<file path="config.mk">
export PLATFORM = sky130hd
export DESIGN_NAME = program_loader_flat
export DESIGN_NICKNAME = d
export VERILOG_FILES = /design/src/rtl/program_loader_if.sv /design/src/rtl/program_loader.sv /design/src/flat_wrapper.sv
export SDC_FILE = /design/constraint.sdc
export NUM_CORES = 1
export LEC_CHECK = 0
export CAP_MARGIN = 20
export CORE_MARGIN = 5
export CORE_UTILIZATION = 55
export DETAILED_ROUTE_END_ITERATION = 12
export HOLD_SLACK_MARGIN = 0.1
export PLACE_DENSITY = 0.84
export RECOVER_POWER = 25
export SLEW_MARGIN = 20
export SYNTH_ARGS = -nofsm -noshare
export SYNTH_HDL_FRONTEND = slang
export SYNTH_SLANG_ARGS = --single-unit
</file>
<file path="constraint.sdc">
create_clock -name clk -period 5.75 [get_ports clk]
set_input_delay 1.725 -clock clk [delete_from_list [all_inputs] [get_ports clk]]
set_output_delay 1.725 -clock clk [all_outputs]
set_load 0.005 [all_outputs]
</file>
<file path="src/rtl/program_loader_if.sv">
// Stream and program-memory write port bundle for program_loader.
// master = loader side, slave = byte source / instruction memory side.
interface program_loader_if #(
  parameter int ADDR_W = 5
);
  logic              rx_valid;
  logic [7:0]        rx_data;
  logic              rx_ready;
  logic [ADDR_W-1:0] mem_address;
  logic              mem_write_enable;
  logic [31:0]       mem_write_data;

  modport master (
    input  rx_valid, rx_data,
    output rx_ready, mem_address, mem_write_enable, mem_write_data
  );

  modport slave (
    output rx_valid, rx_data,
    input  rx_ready, mem_address, mem_write_enable, mem_write_data
  );
endinterface

</file>
<file path="src/rtl/program_loader.sv">
// Boot loader: length-prefixed byte stream -> little-endian words into program memory.
// Optional trailing checksum byte enabled by defining LOADER_CHECKSUM_EN.
module program_loader #(
  parameter int MEM_BYTES = 32,
  parameter int ADDR_W    = 5
) (
  input  logic                clk,
  input  logic                reset_n,
  program_loader_if.master    bus,
  input  logic                load_req,
  output logic                cpu_reset_n,
  output logic                done,
  output logic                error
);

  localparam int          IDX_W    = ADDR_W - 2;
  localparam logic [15:0] CAPACITY = 16'(MEM_BYTES / 4);

  localparam logic [2:0] LEN0  = 3'd0;
  localparam logic [2:0] LEN1  = 3'd1;
  localparam logic [2:0] DATA  = 3'd2;
  localparam logic [2:0] WRITE = 3'd3;
`ifdef LOADER_CHECKSUM_EN
  localparam logic [2:0] CHECK = 3'd4;
`endif
  localparam logic [2:0] DONE  = 3'd5;
  localparam logic [2:0] ERROR = 3'd6;

  logic [2:0]       state;
  logic [15:0]      count;
  logic [IDX_W-1:0] word_idx;
  logic [1:0]       byte_idx;
  logic [31:0]      word_q;
  logic [15:0]      len_full;
  logic             last_word;
`ifdef LOADER_CHECKSUM_EN
  logic [7:0]       csum;
`endif

  assign len_full  = {bus.rx_data, count[7:0]};
  assign last_word = ({{(16-IDX_W){1'b0}}, word_idx} == (count - 16'd1));

  // Where a finished image goes: straight to DONE, or via the checksum byte.
  logic [2:0] image_end;
`ifdef LOADER_CHECKSUM_EN
  assign image_end = CHECK;
`else
  assign image_end = DONE;
`endif

  always_ff @(posedge clk) begin
    if (!reset_n) begin
      state    <= LEN0;
      count    <= '0;
      word_idx <= '0;
      byte_idx <= '0;
      word_q   <= '0;
`ifdef LOADER_CHECKSUM_EN
      csum     <= '0;
`endif
    end else begin
      case (state)
        LEN0: if (bus.rx_valid) begin
          count[7:0] <= bus.rx_data;
          state      <= LEN1;
        end
        LEN1: if (bus.rx_valid) begin
          count    <= len_full;
          word_idx <= '0;
          byte_idx <= '0;
          if (len_full > CAPACITY)   state <= ERROR;
          else if (len_full == '0)   state <= image_end;
          else                       state <= DATA;
        end
        DATA: if (bus.rx_valid) begin
          word_q[{byte_idx, 3'b000} +: 8] <= bus.rx_data;
          byte_idx <= byte_idx + 2'd1;
`ifdef LOADER_CHECKSUM_EN
          csum     <= csum + bus.rx_data;
`endif
          if (byte_idx == 2'd3) state <= WRITE;
        end
        WRITE: begin
          if (last_word) state <= image_end;
          else begin
            word_idx <= word_idx + 1'b1;
            state    <= DATA;
          end
        end
`ifdef LOADER_CHECKSUM_EN
        CHECK: if (bus.rx_valid) begin
          state <= (bus.rx_data == csum) ? DONE : ERROR;
        end
`endif
        DONE, ERROR: if (load_req) begin
          state    <= LEN0;
          count    <= '0;
          word_idx <= '0;
          byte_idx <= '0;
`ifdef LOADER_CHECKSUM_EN
          csum     <= '0;
`endif
        end
        default: state <= LEN0;
      endcase
    end
  end

  // Every output is a pure decode of registered state, never of an input.
  always_comb begin
    bus.rx_ready = (state == LEN0) || (state == LEN1) || (state == DATA);
`ifdef LOADER_CHECKSUM_EN
    if (state == CHECK) bus.rx_ready = 1'b1;
`endif
  end

  assign bus.mem_write_enable = (state == WRITE);
  assign bus.mem_address      = {word_idx, 2'b00};
  assign bus.mem_write_data   = word_q;
  assign cpu_reset_n          = (state == DONE);
  assign done                 = (state == DONE);
  assign error                = (state == ERROR);

endmodule

</file>
<file path="src/flat_wrapper.sv">
// flat-port wrapper written by rule: the top's interface ports become plain ports
module program_loader_flat 
#(
  parameter int MEM_BYTES = 32,
  parameter int ADDR_W    = 5
)
  (clk, reset_n, load_req, cpu_reset_n, done, error, bus_rx_valid, bus_rx_data, bus_rx_ready, bus_mem_address, bus_mem_write_enable, bus_mem_write_data);
  program_loader_if #(.ADDR_W(ADDR_W)) bus_i ();
  input  logic clk;
  input  logic reset_n;
  input  logic load_req;
  output logic cpu_reset_n;
  output logic done;
  output logic error;
  input wire logic [$bits(bus_i.rx_valid)-1:0] bus_rx_valid;
  input wire logic [$bits(bus_i.rx_data)-1:0] bus_rx_data;
  output wire logic [$bits(bus_i.rx_ready)-1:0] bus_rx_ready;
  output wire logic [$bits(bus_i.mem_address)-1:0] bus_mem_address;
  output wire logic [$bits(bus_i.mem_write_enable)-1:0] bus_mem_write_enable;
  output wire logic [$bits(bus_i.mem_write_data)-1:0] bus_mem_write_data;
  assign bus_i.rx_valid = bus_rx_valid;
  assign bus_i.rx_data = bus_rx_data;
  assign bus_rx_ready = bus_i.rx_ready;
  assign bus_mem_address = bus_i.mem_address;
  assign bus_mem_write_enable = bus_i.mem_write_enable;
  assign bus_mem_write_data = bus_i.mem_write_data;
  program_loader #(.MEM_BYTES(MEM_BYTES), .ADDR_W(ADDR_W)) u_core (.clk(clk), .reset_n(reset_n), .bus(bus_i), .load_req(load_req), .cpu_reset_n(cpu_reset_n), .done(done), .error(error));
endmodule
</file>
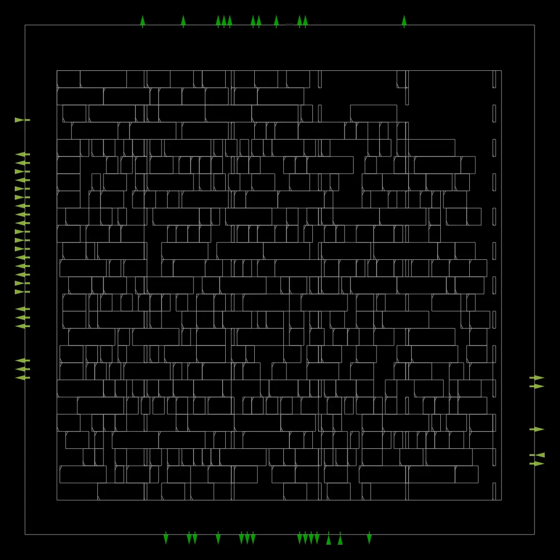
(placed standard cells)
standard-cell rows: 25
filler cell count: 422
Finished Layout Cells: 449
TAP cells: 67

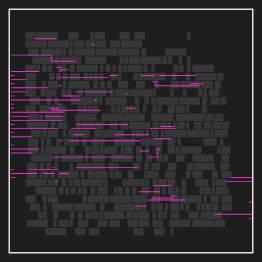
(signal wires on met3)
(3 px per micron)
share of all routed wire = 7.1%
wire length on this layer = 507 microns
main direction = horizontal
nets with wire on the layer = 60

==> run notes <==
Update from the flow run.

The number of maximum-capacitance constraint violations is 0. The tool warning count is 31. The count of flip-flops with a built-in enable after synthesis is 0. The largest driver fanout on the critical path is 12. The largest stage delay on the critical path is roughly 0.57 ns. Counting every instance in the synthesized netlist gives between 300 and 400. Counting instances, the worst hold path has a depth of 2.

The fraction of final cell area spent on non-clock buffers in this run is 0.154. After detailed routing, the met2 layer carries between 3000 and 4000 microns of wire. The count of yosys warnings during synthesis is 0. Each instance of the synthesized netlist takes up on average about 8.1 sq um. After layout, the design draws a total of slightly below 800 uW. The core footprint is roughly 4800 sq um. The post-detailed-route wirelength per cell is 16.0 microns. Per the post-CTS timing run, clock transition at the registers of the reported paths is 0.11 ns. The startpoint identified for the worst register-to-register timing path is u_core.count[0]. Summed over all nets, the switching power comes to between 200 and 250 uW.

In the layout the tool counted multi-input logic cells amounting to around 260. The number of vias in the routed layout is 2,656. Of the total power, registers draw 0.531.

The minimum setup slack among reg-to-reg paths is ~3.2 ns. Summing every instance area after synthesis gives 2750 sq um. The hold path startpoint is u_core.bus.mem_write_data[5]. The total grt overflow is 0. The number of antenna violations at the first check in global routing came to 0. Per Yosys stat, the portion of area used by sequential elements is 0.408. The type of the tightest min-delay check is register to register. Per the placement log, port buffering inserted between 50 and 60 buffers. In the per-layer summary, the met1 wirelength comes to 3060 microns. The category of the worst setup path launch point is a register. The clock buffer count from CTS is 5. The area share of the leading cell type in the synthesized netlist is 0.408. On the critical path, the stage with the largest delay is an instance of sky130_fd_sc_hd__dfxtp_1.

The final tally of max-slew violations is 0. Cell internal power was estimated by the tool at 549 uW. Counting the clock-network buffers in the layout gives 5.

The worst slew margin relative to its limit is 0.406. The floorplan step records an initial core utilization of 0.574. The top routing layer in use is met4.

Once placement completed, the tool counted placed cells totaling about 440. Looking at the setup timing report, the critical path kind is register to output pin. The largest net degree at the start of global routing is 33.

Of the total power, the clock network draws 0.288. The endpoint of the worst hold path is reported as u_core.bus.mem_write_data[5]. The number of gates resized after CTS was 0. Post-CTS timing repair inserted 0 buffers for setup. The number of global-route vias before repair is about 2,600. The first global-routing pass estimated roughly 12,000 microns of wire.

The arrival time of data at the worst endpoint is listed as a little over 2 ns. The dominant register cell is sky130_fd_sc_hd__dfxtp_1. The cell type with the highest aggregate area in the netlist is sky130_fd_sc_hd__dfxtp_1. The flow reported a cell area power density of between 200 and 250 nW/um^2. The number of signal-net inverters in the final layout is 8. The most repeated cell in the gate-level netlist after synthesis is sky130_fd_sc_hd__dfxtp_1.

The fraction of registers with async set or reset after synthesis is 0. The overall die height is just over 80 microns. The placed instance area is roughly 3300 sq um. After routing the design area is roughly 3400 sq um. The analysis attributes to cell leakage a power of between 0.001 and 0.0015 uW. The slew at the pin closest to its max-slew limit is roughly 0.9 ns. The run finished with clean final reports.

The first detailed-routing pass ran for 5 iterations. The repair_antennas step left the layout with diodes totalling 0. The dominant logic cell type in the layout is sky130_fd_sc_hd__dfxtp_1.
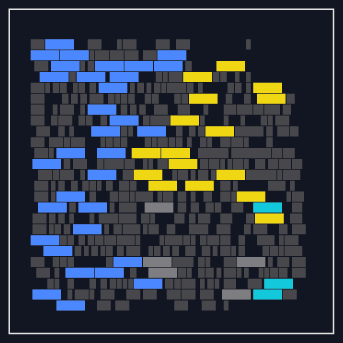
(where the registers sit)
(4 px per micron)
u_core.bus.mem_write_data -> blue  # sequential cells 32
u_core.count -> yellow  # sequential cells 16
u_core.word_idx -> cyan  # sequential cells 3
fraction of standard cell area that is sequential: 0.332
flip-flop and latch power: 419 uW
final cell utilization of the core: 0.705

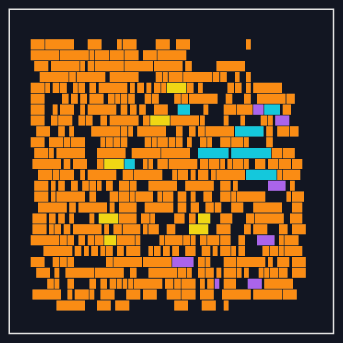
(cell sizes after repair)
(4 px per micron)
x1 and smaller -> orange  # cells 361
x6 and larger -> yellow  # cells 7
x3 and x4 -> cyan  # cells 7
x2 -> purple  # cells 7
PnR worst setup slack: 2.00 ns
Area Growth Syn to Fin: 22.8%

Power figures rest on the tool's default switching activity, not on a simulated workload.
